`src/rtl/lin_block_codec_stream.sv`:
```
// Systematic linear block encoder / syndrome checker with valid/ready streaming,
// a 2-entry in-order output FIFO and saturating word/error counters.
module lin_block_codec_stream #(
  parameter int K = 6,
  parameter int N = 19,
  parameter logic [(N-K)*K-1:0] P_MATRIX = {6'h0E, 6'h36, 6'h1A, 6'h14, 6'h09, 6'h33, 6'h23,
                                            6'h14, 6'h3A, 6'h19, 6'h2C, 6'h30, 6'h33},
  parameter int CNT_W = 16
) (
  input  logic             clk,
  input  logic             rst_n,
  input  logic             in_valid,
  output logic             in_ready,
  input  logic             in_mode,
  input  logic [N-1:0]     in_data,
  output logic             out_valid,
  input  logic             out_ready,
  output logic [N-1:0]     out_data,
  output logic [N-K-1:0]   out_syn,
  output logic             out_err,
  output logic             out_mode,
  input  logic             cnt_clr,
  output logic [CNT_W-1:0] word_cnt,
  output logic [CNT_W-1:0] err_cnt
);
  localparam int M = N - K;

  logic [M-1:0] par;
  logic [M-1:0] syn;

  genvar gi;
  generate
    for (gi = 0; gi < M; gi++) begin : g_par
      assign par[gi] = ^(in_data[K-1:0] & P_MATRIX[gi*K +: K]);
      assign syn[gi] = par[gi] ^ in_data[K+gi];
    end
  endgenerate

  logic [N-1:0] new_data;
  logic [M-1:0] new_syn;
  logic         new_err;

  assign new_data = in_mode ? in_data : {par, in_data[K-1:0]};
  assign new_syn  = in_mode ? syn : '0;
  assign new_err  = in_mode & (|syn);

  logic [N-1:0]     data_q [2];
  logic [M-1:0]     syn_q  [2];
  logic             err_q  [2];
  logic             mode_q [2];
  logic             wr_ptr_q, rd_ptr_q;
  logic [1:0]       count_q, count_d;
  logic [CNT_W-1:0] word_cnt_q, word_cnt_d;
  logic [CNT_W-1:0] err_cnt_q, err_cnt_d;

  logic push, pop;

  // in_ready depends only on the registered fill level, never on out_ready.
  assign in_ready  = (count_q != 2'd2);
  assign out_valid = (count_q != 2'd0);
  assign push      = in_valid & in_ready;
  assign pop       = out_valid & out_ready;

  assign out_data = data_q[rd_ptr_q];
  assign out_syn  = syn_q[rd_ptr_q];
  assign out_err  = err_q[rd_ptr_q];
  assign out_mode = mode_q[rd_ptr_q];
  assign word_cnt = word_cnt_q;
  assign err_cnt  = err_cnt_q;

  always_comb begin
    count_d = count_q;
    if (push && !pop) begin
      count_d = count_q + 2'd1;
    end else if (!push && pop) begin
      count_d = count_q - 2'd1;
    end
  end

  // Clear wins over increment; both counters stick at all-ones.
  always_comb begin
    word_cnt_d = word_cnt_q;
    err_cnt_d  = err_cnt_q;
    if (cnt_clr) begin
      word_cnt_d = '0;
      err_cnt_d  = '0;
    end else if (push) begin
      if (word_cnt_q != '1) word_cnt_d = word_cnt_q + CNT_W'(1);
      if (new_err && (err_cnt_q != '1)) err_cnt_d = err_cnt_q + CNT_W'(1);
    end
  end

  always_ff @(posedge clk or negedge rst_n) begin
    if (!rst_n) begin
      for (int i = 0; i < 2; i++) begin
        data_q[i] <= '0;
        syn_q[i]  <= '0;
        err_q[i]  <= 1'b0;
        mode_q[i] <= 1'b0;
      end
      wr_ptr_q   <= 1'b0;
      rd_ptr_q   <= 1'b0;
      count_q    <= 2'd0;
      word_cnt_q <= '0;
      err_cnt_q  <= '0;
    end else begin
      if (push) begin
        data_q[wr_ptr_q] <= new_data;
        syn_q[wr_ptr_q]  <= new_syn;
        err_q[wr_ptr_q]  <= new_err;
        mode_q[wr_ptr_q] <= in_mode;
        wr_ptr_q         <= ~wr_ptr_q;
      end
      if (pop) begin
        rd_ptr_q <= ~rd_ptr_q;
      end
      count_q    <= count_d;
      word_cnt_q <= word_cnt_d;
      err_cnt_q  <= err_cnt_d;
    end
  end

endmodule

```
`config.mk`:
```
export PLATFORM = sky130hd
export DESIGN_NAME = lin_block_codec_stream
export DESIGN_NICKNAME = d
export VERILOG_FILES = /design/src/rtl/lin_block_codec_stream.sv
export SDC_FILE = /design/constraint.sdc
export NUM_CORES = 1
export LEC_CHECK = 0
export ABC_CLOCK_PERIOD_IN_PS = 4250
export CAP_MARGIN = 10
export CELL_PAD_IN_SITES_DETAIL_PLACEMENT = 1
export CELL_PAD_IN_SITES_GLOBAL_PLACEMENT = 1
export CORE_MARGIN = 3
export CORE_UTILIZATION = 40
export CTS_BUF_LIST = sky130_fd_sc_hd__clkbuf_8
export DETAILED_ROUTE_END_ITERATION = 6
export HOLD_SLACK_MARGIN = 0.03
export PLACE_DENSITY = 0.85
export SLEW_MARGIN = 20
export SYNTH_ARGS = -nofsm -noshare
export SYNTH_HDL_FRONTEND = slang
export SYNTH_SLANG_ARGS = --single-unit
```
`constraint.sdc`:
```
create_clock -name clk -period 4.25 [get_ports clk]
set_input_delay 1.275 -clock clk [delete_from_list [all_inputs] [get_ports clk]]
set_output_delay 1.275 -clock clk [all_outputs]
set_load 0.005 [all_outputs]
```
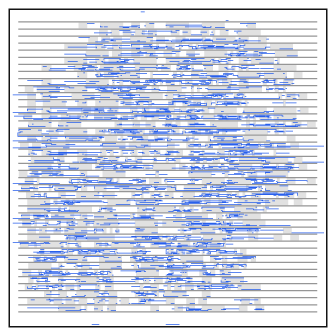
(metal 1)
Supply wires on this layer in gray.
The longest straight run is 45.5 um. 592 nets have wire on it. The layer holds 45% of the routed length. The wires run mostly horizontal.
GRT met1 Usage: 24.6%
vias: 4,149

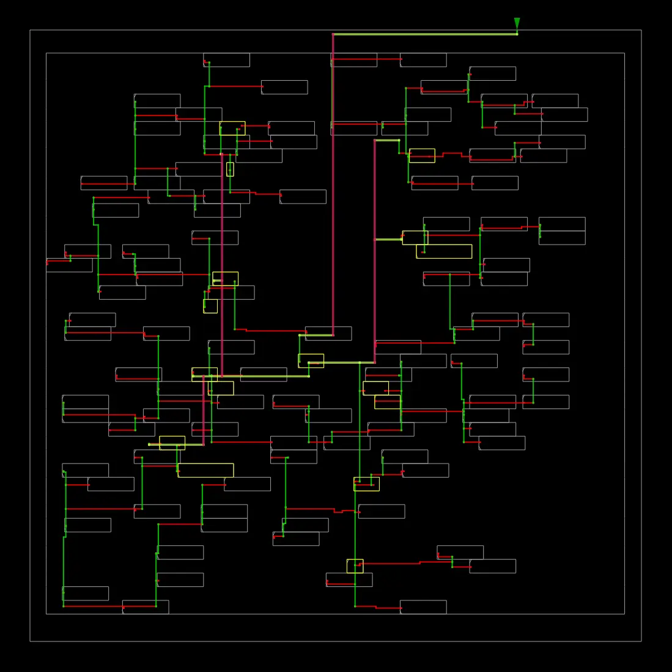
(clock nets)
flop count: 104
Clk power: 0.000713 W

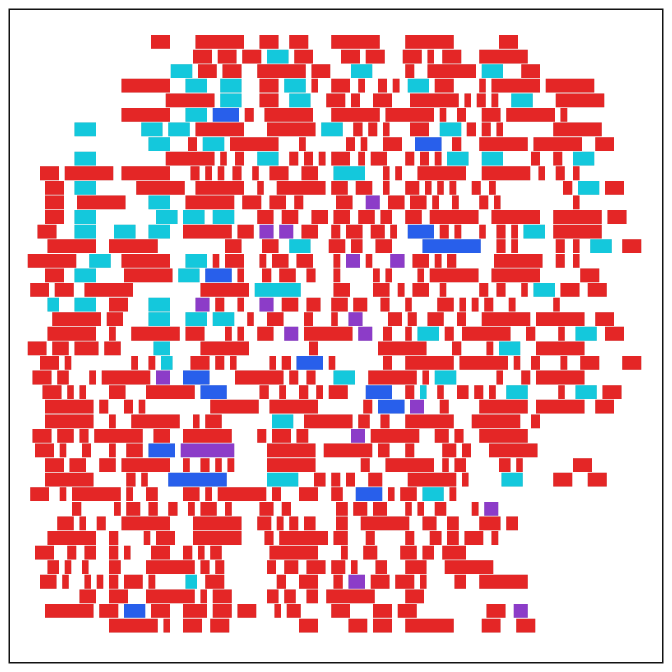
(drive-strength map)
drive 3 to 4: marked purple, cells 17, share 2.7%. drive 1 or less: marked red, cells 528, share 85%. drive 2: marked cyan, cells 65, share 10%. drive 6 and up: marked blue, cells 14, share 2.2%.
area grow syn2layout: 24.9%
final worst setup slack: 0.513 ns
post-route cell area: 6670 sq um
Non-CTS buffers: 106

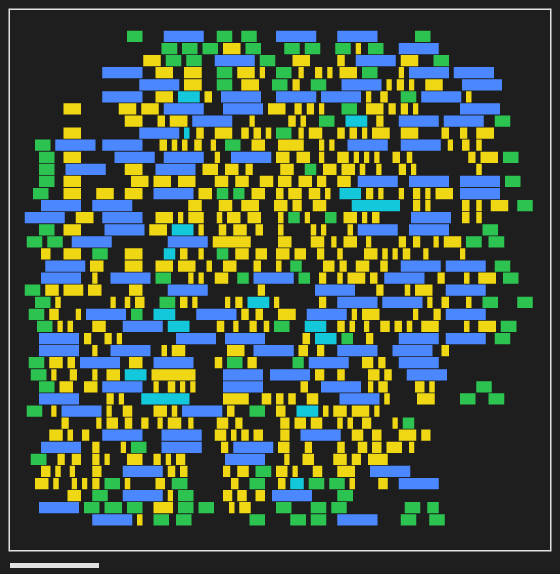
(cell classes on the final placement)
Bar = 20 um.
other buffers and delay cells: marked green, cells 106, share of their area 16%. flip-flops: marked blue, cells 104, share of their area 40%. all other logic: marked yellow, cells 398, share of their area 40%. clock drivers and dummy loads: marked cyan, cells 16, share of their area 3.6%.
Util after Layout: 52.0%
sequential share of cell area: 39.0%
row count: 41
CORE AREA: 12,800 sq um

[cells by family (layout without fill, tap and decap cells)]
group                      count (synthesis)  in the layout
AOI/OAI and AO/OA                         94             94
muxes                                     63             63
xor gates and xnor gates                  49             49
buffers and inverters                     38            128
DFF                                      104            104
adders and majority gates                  3              3
and+or+nand+nor                          183            183
[where the power goes]
group          leakage [nW]  switching [W]  total [W]  internal, W
Sequential             1.34       0.000172    0.00149      0.00132
Combinational          1.34       0.000696    0.00161     0.000916
Clock                 0.117       0.000350   0.000713     0.000363
Total                  2.80        0.00122    0.00382      0.00260
[layer usage]
layer	part of all wire [%]	up-vias	routed length (um)	track usage (%)
met5	0	-	0	0
li1	-	1992	-	-
met4	1.8	0	251	6.79
met2	50	61	6940	32.3
met1	45	2080	6180	24.6
met3	2.7	16	370	3.11
[final timing paths]
kind / startpoint / endpoint / cells past startpoint
min: rd_ptr_q / rd_ptr_q / 1
max in group asynchronous: rst_n / err_cnt[0] / 2
min in group asynchronous: rst_n / word_cnt[3] / 1
max reg2reg: err_cnt[2] / err_cnt[11] / 7
min reg2reg: rd_ptr_q / rd_ptr_q / 1
max: in_data[3] / err_cnt[8] / 8
[cell usage in the layout (no fill, tap or decap), drive strengths merged, types with 15 or more instances in the layout]
cell / instances
dfrtp: 104
clkdlybuf4s50: 91
nand2: 89
o21ai: 63
mux2: 59
nor2: 33
xnor2: 28
xor2: 20
a21oi: 18
buf: 15
[registers in the layout, summed over array words and instances, names as in the netlist]
name and count:
syn_q 26, count_q 2, word_cnt 16, wr_ptr_q 1
rd_ptr_q 1, err_q 2, data_q 38, err_cnt 16
mode_q 2
[area by class of cell]
class | count | area [sq um] | area share [%]
Clock inverter | 5 | 80.1 | 1.20
Inverter | 6 | 22.5 | 0.338
Timing Repair Buffer | 106 | 1030 | 15.4
Sequential cell | 104 | 2600 | 39.0
Clock buffer | 11 | 151 | 2.27
Tap cell | 172 | 215 | 3.23
Multi-Input combinational cell | 392 | 2570 | 38.5
[stage by stage]
step / total power [W] / setup slack, ns / hold WS [ns] / instance area, sq um / cells
2_1_floorplan: 0.00235 / 1.00 / 0.444 / 5340 / 534
3_3_place_gp: 0.00305 / 0.241 / 0.456 / 6430 / 780
3_5_place_dp: 0.00314 / 0.101 / 0.465 / 6430 / 780
4_1_cts: 0.00386 / 0.487 / 0.485 / 6670 / 796
5_1_grt: 0.00407 / 0.265 / 0.510 / 6670 / 796
6_report: 0.00382 / 0.513 / 0.478 / 6670 / 796
==> GITHUB_STEP_SUMMARY <==
### Metrics collected by this job

| Metric | Value |
|---|---|
| Die H | `122 um` |
| Post-synth area from yosys stat | `5340 sq um` |
| CTS root buf | `clkbuf_8` |
| Drt pass-1 iters | `4` |
| Crit start category | `input pin` |
| Peak VDD IR | `0.357 mV` |
| Post-synthesis adder-cell area fraction | `0.703%` |
| Max-area cell share | `48.7%` |
| Ys cells | `534` |
| Via-to-Cell Ratio | `5.21` |
| Max-slew headroom | `43.9%` |
| Cells along the critical path | `clkdlybuf4s50_1 -> xnor2_1 -> xnor2_1 -> a2111oi_0 -> and4_1 -> buf_4 -> o21ai_0 -> a21oi_1` |
| Commonest cells in the synthesized netlist | `dfrtp_1, nand2_1, o21ai_0` |
| Worst path most repeated cell | `xnor2_1` |
| Post-synth top area cell | `dfrtp_1` |
| DRC viols | `0` |
| CP endpoint kind | `register` |
| Tot GR Track Use | `19.0%` |
| Yosys top cell by instances | `dfrtp_1` |
| Synthesized area | `5340 sq um` |
| Slew Limit Fails | `0` |
| HPWL Detailed | `9900 um` |
| Xor+xnor area frac | `8.46%` |
| Syn nets | `562` |
| Mean routed wirelength per cell | `17.3 um` |
| Slowest cell on the critical path | `clkdlybuf4s50_1` |
| Reg-to-reg setup timing slack | `1.75 ns` |
| FMAX | `268 MHz` |
| MaxCap Viol Count | `0` |
| DRT Wirelength | `13,700 um` |
| Buffers on Ports | `92` |
| Avg Inst Size Synth | `10.0 sq um` |
| CTS tree | `built` |
| Final period utilization | `87.9%` |
| Commonest flop | `dfrtp_1` |
| Post-synthesis sequential area ratio | `48.7%` |
| Die ar. | `14,800 sq um` |
| Gr ovfl total | `0` |
| EDFF count, synth | `0` |
| Max Clock Skew | `0.00711 ns` |
| Buffers & Inverters on Critical Path | `2` |
| Total CTS buffers | `9` |
| Cts hold-fix bufs | `0` |
| Fill count | `1,451` |
| Clock sink total | `104` |
| Ys Warns | `0` |
| Logic family by area | `simple AND/OR/NAND/NOR gates` |
| Hold Crit Class | `register to register` |
| Worst-margin pin slew | `0.841 ns` |
| Peak fanout along the critical path | `19` |
| Postcts setup bufs | `0` |
| Status | `completed` |
| Setup violations, final | `0` |
| OpenROAD warnings | `26` |
| Critical path arrival | `4.02 ns` |
| Critical Path Max Stage Delay | `0.56 ns` |
| H-tree level count | `3` |
| Area fraction in mux cells | `13.2%` |
| Asr flop ratio synth | `100%` |
| Yosys cell types | `40` |
| Clk buf depth | `2` |
No activity file was given, so power comes from the tool's default toggle rates.
